### Sequential cells grouped by signal name

Bar = 100 um. Other sequential cells in the stronger gray, the rest of the logic in the fainter gray.
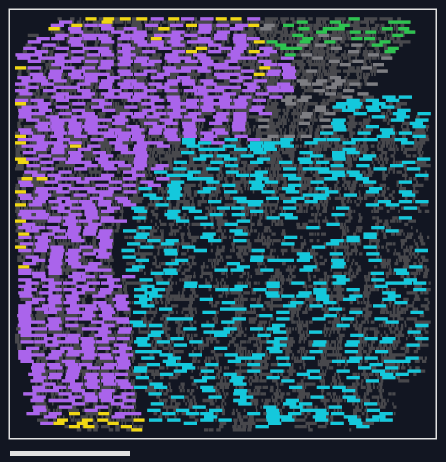
### Wires at chosen ports, followed through buffers

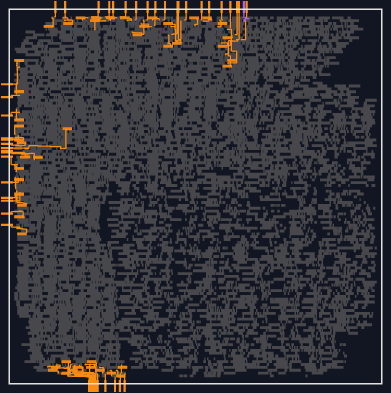
### Routed metal, one color a layer

Bar = 100 um.
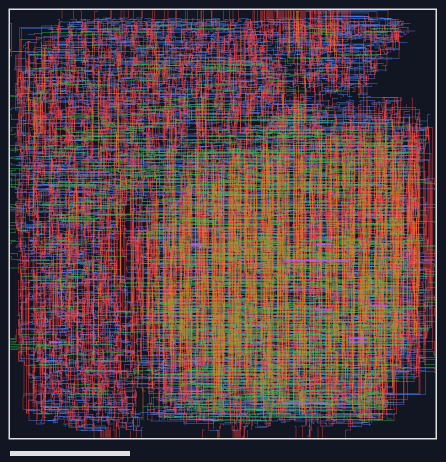
### The clock network

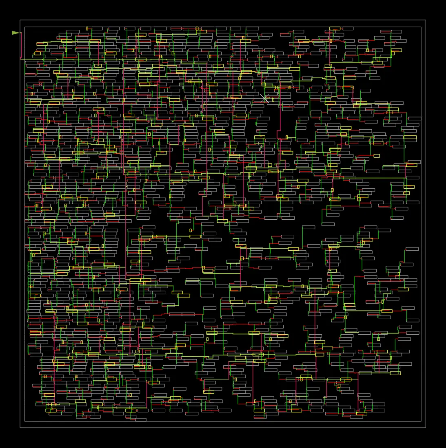
**src/rtl/arp_table_if.sv**
```systemverilog
// Query, learn, flush and statistics signals of the ARP resolution table.
// The classifier/parser side uses the master modport; the table uses slave.
interface arp_table_if #(
   parameter int IP_W  = 32,
   parameter int MAC_W = 48,
   parameter int CNT_W = 32
);
   logic             query_req_valid_i;
   logic             query_req_ready_o;
   logic [IP_W-1:0]  query_ip_i;
   logic             query_resp_valid_o;
   logic             query_resp_ready_i;
   logic [MAC_W-1:0] query_mac_o;
   logic             query_err_o;
   logic             upd_valid_i;
   logic             upd_ready_o;
   logic [IP_W-1:0]  upd_ip_i;
   logic [MAC_W-1:0] upd_mac_i;
   logic             flush_i;
   logic [CNT_W-1:0] hit_cnt_o;
   logic [CNT_W-1:0] miss_cnt_o;

   modport master (
      output query_req_valid_i, query_ip_i, query_resp_ready_i,
             upd_valid_i, upd_ip_i, upd_mac_i, flush_i,
      input  query_req_ready_o, query_resp_valid_o, query_mac_o, query_err_o,
             upd_ready_o, hit_cnt_o, miss_cnt_o
   );

   modport slave (
      input  query_req_valid_i, query_ip_i, query_resp_ready_i,
             upd_valid_i, upd_ip_i, upd_mac_i, flush_i,
      output query_req_ready_o, query_resp_valid_o, query_mac_o, query_err_o,
             upd_ready_o, hit_cnt_o, miss_cnt_o
   );
endinterface

```
**src/rtl/arp_table.sv**
```systemverilog
// Fully associative IPv4-to-MAC table: registered 1-cycle lookup, learn port with
// fill-then-round-robin replacement, flush, and saturating hit/miss counters.
module arp_table #(
   parameter int ENTRIES = 16,
   parameter int IP_W    = 32,
   parameter int MAC_W   = 48,
   parameter int CNT_W   = 32
) (
   input logic       clk,
   input logic       rst,
   arp_table_if.slave bus
);
   localparam int IDX_W = $clog2(ENTRIES);
   typedef logic [IDX_W-1:0] idx_t;

   // Table storage
   logic [ENTRIES-1:0] valid_q;
   logic [IP_W-1:0]    ip_q  [ENTRIES];
   logic [MAC_W-1:0]   mac_q [ENTRIES];
   idx_t               rr_q;

   // Response and statistics registers
   logic               resp_valid_q;
   logic [MAC_W-1:0]   resp_mac_q;
   logic               resp_err_q;
   logic [CNT_W-1:0]   hit_cnt_q;
   logic [CNT_W-1:0]   miss_cnt_q;

   logic               req_ready;
   logic               query_accept;
   logic               upd_write;
   logic               q_hit;
   logic [MAC_W-1:0]   q_mac;
   logic               u_match;
   idx_t               u_match_idx;
   logic               u_free;
   idx_t               u_free_idx;
   idx_t               wr_idx;

   assign req_ready    = !resp_valid_q || bus.query_resp_ready_i;
   assign query_accept = bus.query_req_valid_i && req_ready;
   assign upd_write    = bus.upd_valid_i && !bus.flush_i && (bus.upd_ip_i != '0);

   assign bus.query_req_ready_o  = req_ready;
   assign bus.upd_ready_o        = !bus.flush_i;
   assign bus.query_resp_valid_o = resp_valid_q;
   assign bus.query_mac_o        = resp_mac_q;
   assign bus.query_err_o        = resp_err_q;
   assign bus.hit_cnt_o          = hit_cnt_q;
   assign bus.miss_cnt_o         = miss_cnt_q;

   // Scanning from the top down lets the lowest-index match win.
   always_comb begin : query_lookup
      // NOTE: every always_comb output gets a default first so no path infers a latch.
      q_hit = 1'b0;
      q_mac = '0;
      for (int i = ENTRIES - 1; i >= 0; i--) begin
         if (valid_q[i] && (ip_q[i] == bus.query_ip_i)) begin
            q_hit = 1'b1;
            q_mac = mac_q[i];
         end
      end
      if (bus.query_ip_i == '0) begin
         q_hit = 1'b0;
         q_mac = '0;
      end
   end

   always_comb begin : update_slot
      u_match     = 1'b0;
      u_match_idx = '0;
      u_free      = 1'b0;
      u_free_idx  = '0;
      for (int i = ENTRIES - 1; i >= 0; i--) begin
         if (valid_q[i] && (ip_q[i] == bus.upd_ip_i)) begin
            u_match     = 1'b1;
            u_match_idx = idx_t'(i);
         end
         if (!valid_q[i]) begin
            u_free     = 1'b1;
            u_free_idx = idx_t'(i);
         end
      end
      if (u_match)     wr_idx = u_match_idx;
      else if (u_free) wr_idx = u_free_idx;
      else             wr_idx = rr_q;
   end

   // Flush wins over a learn in the same cycle; the learn is stalled by upd_ready_o.
   always_ff @(posedge clk or posedge rst) begin : table_state
      // NOTE: sequential state is assigned with non-blocking (<=) only.
      if (rst) begin
         valid_q <= '0;
         rr_q    <= '0;
      end else if (bus.flush_i) begin
         valid_q <= '0;
         rr_q    <= '0;
      end else if (upd_write) begin
         valid_q[wr_idx] <= 1'b1;
         if (!u_match && !u_free) rr_q <= rr_q + idx_t'(1);
      end
   end

   // NOTE: the key/MAC arrays are not reset; valid_q qualifies every read of them.
   always_ff @(posedge clk) begin : table_data
      if (upd_write) begin
         ip_q[wr_idx]  <= bus.upd_ip_i;
         mac_q[wr_idx] <= bus.upd_mac_i;
      end
   end

   always_ff @(posedge clk or posedge rst) begin : response
      if (rst) begin
         resp_valid_q <= 1'b0;
         resp_mac_q   <= '0;
         resp_err_q   <= 1'b0;
         hit_cnt_q    <= '0;
         miss_cnt_q   <= '0;
      end else if (query_accept) begin
         resp_valid_q <= 1'b1;
         resp_mac_q   <= q_mac;
         resp_err_q   <= !q_hit;
         if (q_hit) begin
            if (hit_cnt_q != '1) hit_cnt_q <= hit_cnt_q + 1'b1;
         end else begin
            if (miss_cnt_q != '1) miss_cnt_q <= miss_cnt_q + 1'b1;
         end
      end else if (bus.query_resp_ready_i) begin
         resp_valid_q <= 1'b0;
      end
   end
endmodule

```
**src/flat_wrapper.sv**
```systemverilog
// flat-port wrapper written by rule: the top's interface ports become plain ports
module arp_table_flat 
#(
   parameter int ENTRIES = 16,
   parameter int IP_W    = 32,
   parameter int MAC_W   = 48,
   parameter int CNT_W   = 32
)
  (clk, rst, bus_query_req_valid_i, bus_query_ip_i, bus_query_resp_ready_i, bus_upd_valid_i, bus_upd_ip_i, bus_upd_mac_i, bus_flush_i, bus_query_req_ready_o, bus_query_resp_valid_o, bus_query_mac_o, bus_query_err_o, bus_upd_ready_o, bus_hit_cnt_o, bus_miss_cnt_o);
  arp_table_if #(.IP_W(IP_W), .MAC_W(MAC_W), .CNT_W(CNT_W)) bus_i ();
  input logic clk;
  input logic rst;
  input wire logic [$bits(bus_i.query_req_valid_i)-1:0] bus_query_req_valid_i;
  input wire logic [$bits(bus_i.query_ip_i)-1:0] bus_query_ip_i;
  input wire logic [$bits(bus_i.query_resp_ready_i)-1:0] bus_query_resp_ready_i;
  input wire logic [$bits(bus_i.upd_valid_i)-1:0] bus_upd_valid_i;
  input wire logic [$bits(bus_i.upd_ip_i)-1:0] bus_upd_ip_i;
  input wire logic [$bits(bus_i.upd_mac_i)-1:0] bus_upd_mac_i;
  input wire logic [$bits(bus_i.flush_i)-1:0] bus_flush_i;
  output wire logic [$bits(bus_i.query_req_ready_o)-1:0] bus_query_req_ready_o;
  output wire logic [$bits(bus_i.query_resp_valid_o)-1:0] bus_query_resp_valid_o;
  output wire logic [$bits(bus_i.query_mac_o)-1:0] bus_query_mac_o;
  output wire logic [$bits(bus_i.query_err_o)-1:0] bus_query_err_o;
  output wire logic [$bits(bus_i.upd_ready_o)-1:0] bus_upd_ready_o;
  output wire logic [$bits(bus_i.hit_cnt_o)-1:0] bus_hit_cnt_o;
  output wire logic [$bits(bus_i.miss_cnt_o)-1:0] bus_miss_cnt_o;
  assign bus_i.query_req_valid_i = bus_query_req_valid_i;
  assign bus_i.query_ip_i = bus_query_ip_i;
  assign bus_i.query_resp_ready_i = bus_query_resp_ready_i;
  assign bus_i.upd_valid_i = bus_upd_valid_i;
  assign bus_i.upd_ip_i = bus_upd_ip_i;
  assign bus_i.upd_mac_i = bus_upd_mac_i;
  assign bus_i.flush_i = bus_flush_i;
  assign bus_query_req_ready_o = bus_i.query_req_ready_o;
  assign bus_query_resp_valid_o = bus_i.query_resp_valid_o;
  assign bus_query_mac_o = bus_i.query_mac_o;
  assign bus_query_err_o = bus_i.query_err_o;
  assign bus_upd_ready_o = bus_i.upd_ready_o;
  assign bus_hit_cnt_o = bus_i.hit_cnt_o;
  assign bus_miss_cnt_o = bus_i.miss_cnt_o;
  arp_table #(.ENTRIES(ENTRIES), .IP_W(IP_W), .MAC_W(MAC_W), .CNT_W(CNT_W)) u_core (.clk(clk), .rst(rst), .bus(bus_i));
endmodule
```
**config.mk**
```make
export PLATFORM = sky130hd
export DESIGN_NAME = arp_table_flat
export DESIGN_NICKNAME = d
export VERILOG_FILES = /design/src/rtl/arp_table_if.sv /design/src/rtl/arp_table.sv /design/src/flat_wrapper.sv
export SDC_FILE = /design/constraint.sdc
export NUM_CORES = 2
export LEC_CHECK = 0
export ABC_AREA = 1
export CAP_MARGIN = 40
export CORE_AREA = 4 4 351 353
export CTS_CLUSTER_DIAMETER = 120
export DETAILED_ROUTE_END_ITERATION = 8
export DIE_AREA = 0 0 355 357
export PLACE_DENSITY = 0.76
export SLEW_MARGIN = 5
export SYNTH_ARGS = -nofsm -noshare
export SYNTH_HDL_FRONTEND = slang
export SYNTH_SLANG_ARGS = --single-unit
```
**constraint.sdc**
```tcl
create_clock -name clk -period 8.9 [get_ports clk]
set_input_delay 1.78 -clock clk [delete_from_list [all_inputs] [get_ports clk]]
set_output_delay 1.78 -clock clk [all_outputs]
set_load 0.05 [all_outputs]
```
==> metrics.cfg <==
[cts]
clock_tree.root_cell = clkbuf_16
cts_buffer_depth = 3
tritoncts = yes

[synth]
ff_type = edfxtp_1
yosys_area_um2 = 65700
yosys.area_share.aoi_pct = 9.13
mux_area_share_pct = 0.396
yosys.area.top_type_share_pct = 58.5
ys_top_cells_by_count = nand2_1, edfxtp_1, nor2_1
yosys.area_share.xor_xnor_pct = 4.93
ys.flops = 1414
synth_top_cell_by_area = edfxtp_1

[routing]
routedWlPerCell_um = 32.9
drc = 2

[floorplanning]
die_area_um2 = 127000
io_pins = 234

[placement]
hpwl_um = 174000
place_area_um2 = 70800

[critical_path]
worst-path-max-fanout = 25
max_stage_delay_ns = 0.68
crit_required_ns = 9.39
path_buffers = 4

[final_layout]
fin_area_um2 = 75700
syn2layout_area_growth_pct = 15.3
layout.area.comb_um2 = 20700
drive_above_1_share_pct = 8.80

[sta]
rsz0062_at_grt = false
tns_ns = 0
slew_headroom_pct = 27.2
clock_skew_ns = 0.0330
fmax_mhz = 143
slew_viol_final = 0

[status]
violations = DRC
status = finished with violations

## Picture notes: 'Sequential cells grouped by signal name'
purple -> u_core.mac_q  # placed flops 768
cyan -> u_core.ip_q  # placed flops 512
green -> u_core.bus.hit_cnt_o  # placed flops 32, where upper right
yellow -> u_core.bus.query_mac_o  # placed flops 48
not colored = 54

## Picture notes: 'Wires at chosen ports, followed through buffers'
orange -> bus_query_mac_o  # bits 48, direction output, edge 20 top, 15 left, 13 bottom, end cells 48, buffers 48, wire 1550 um
purple -> bus_query_resp_ready_i  # bits 1, direction input, edge top, end cells 1, buffers 1, wire 15.7 um

## Picture notes: 'Routed metal, one color a layer'
green -> met3  # wire length 41.5 mm
purple -> met5  # wire length 202 um
red -> met2  # wire length 116 mm
orange -> met4  # wire length 23.6 mm
blue -> met1  # wire length 91.9 mm

## Picture notes: 'The clock network'
clk_lat worst skew: 0.82 ns
flop count: 1414
clock sinks: 1414
clkbuf count: 200

## final timing paths
| path | start | to | slack, ns | depth (start not counted) |
|---|---|---|---|---|
| worst min register to register | u_core.bus.query_mac_o[39] | u_core.bus.query_mac_o[39] | 0.48 | 2 |
| worst max-delay path | bus_upd_ip_i[23] | u_core.mac_q[0][13] | 1.92 | 18 |
| max in group asynchronous | rst | u_core.valid_q[13] | 6.34 | 4 |
| worst max register to register | u_core.ip_q[1][11] | u_core.bus.hit_cnt_o[31] | 3.21 | 21 |
| worst min-delay path | u_core.bus.query_mac_o[39] | u_core.bus.query_mac_o[39] | 0.48 | 2 |
| min in group asynchronous | rst | u_core.bus.query_mac_o[24] | 1.41 | 2 |
## report_power, final
group          internal (mW)  total (mW)  switching (mW)
Sequential              7.30        7.34          0.0406
Clock                   3.42        6.13            2.70
Combinational          0.267        1.09           0.819
## worst reg2reg max path: cells and delay by family (launching register included)
family                 cells  cell delay, ns
AOI/OAI and AO/OA          1            0.22
DFF                        1            0.76
and+or+nand+nor           18            3.89
buffers and inverters      2            0.72
## registers in the layout, summed over array words and instances (netlist names)
register / cells
u_core.bus.miss_cnt_o: 32
u_core.ip_q: 512
u_core.bus.query_mac_o: 48
u_core.rr_q: 4
u_core.bus.query_resp_valid_o: 1
u_core.bus.hit_cnt_o: 32
u_core.mac_q: 768
u_core.valid_q: 16
u_core.bus.query_err_o: 1
## per-layer routing
layer	GRT usage (%)	share of wire [%]
met2	62.0	43
met5	1.02	0.074
met4	28.5	8.6
met1	52.2	34
met3	17.7	15
## final cells by class
type,count,share of cell area [%]
diodes,21,0.0694
clock buffers,200,5.39
clock inverters,76,0.864
inverters,500,2.52
multi-input cells,4049,27.3
flip-flops and latches,1414,55.2
well taps,1612,2.66
repair buffers,454,6.04
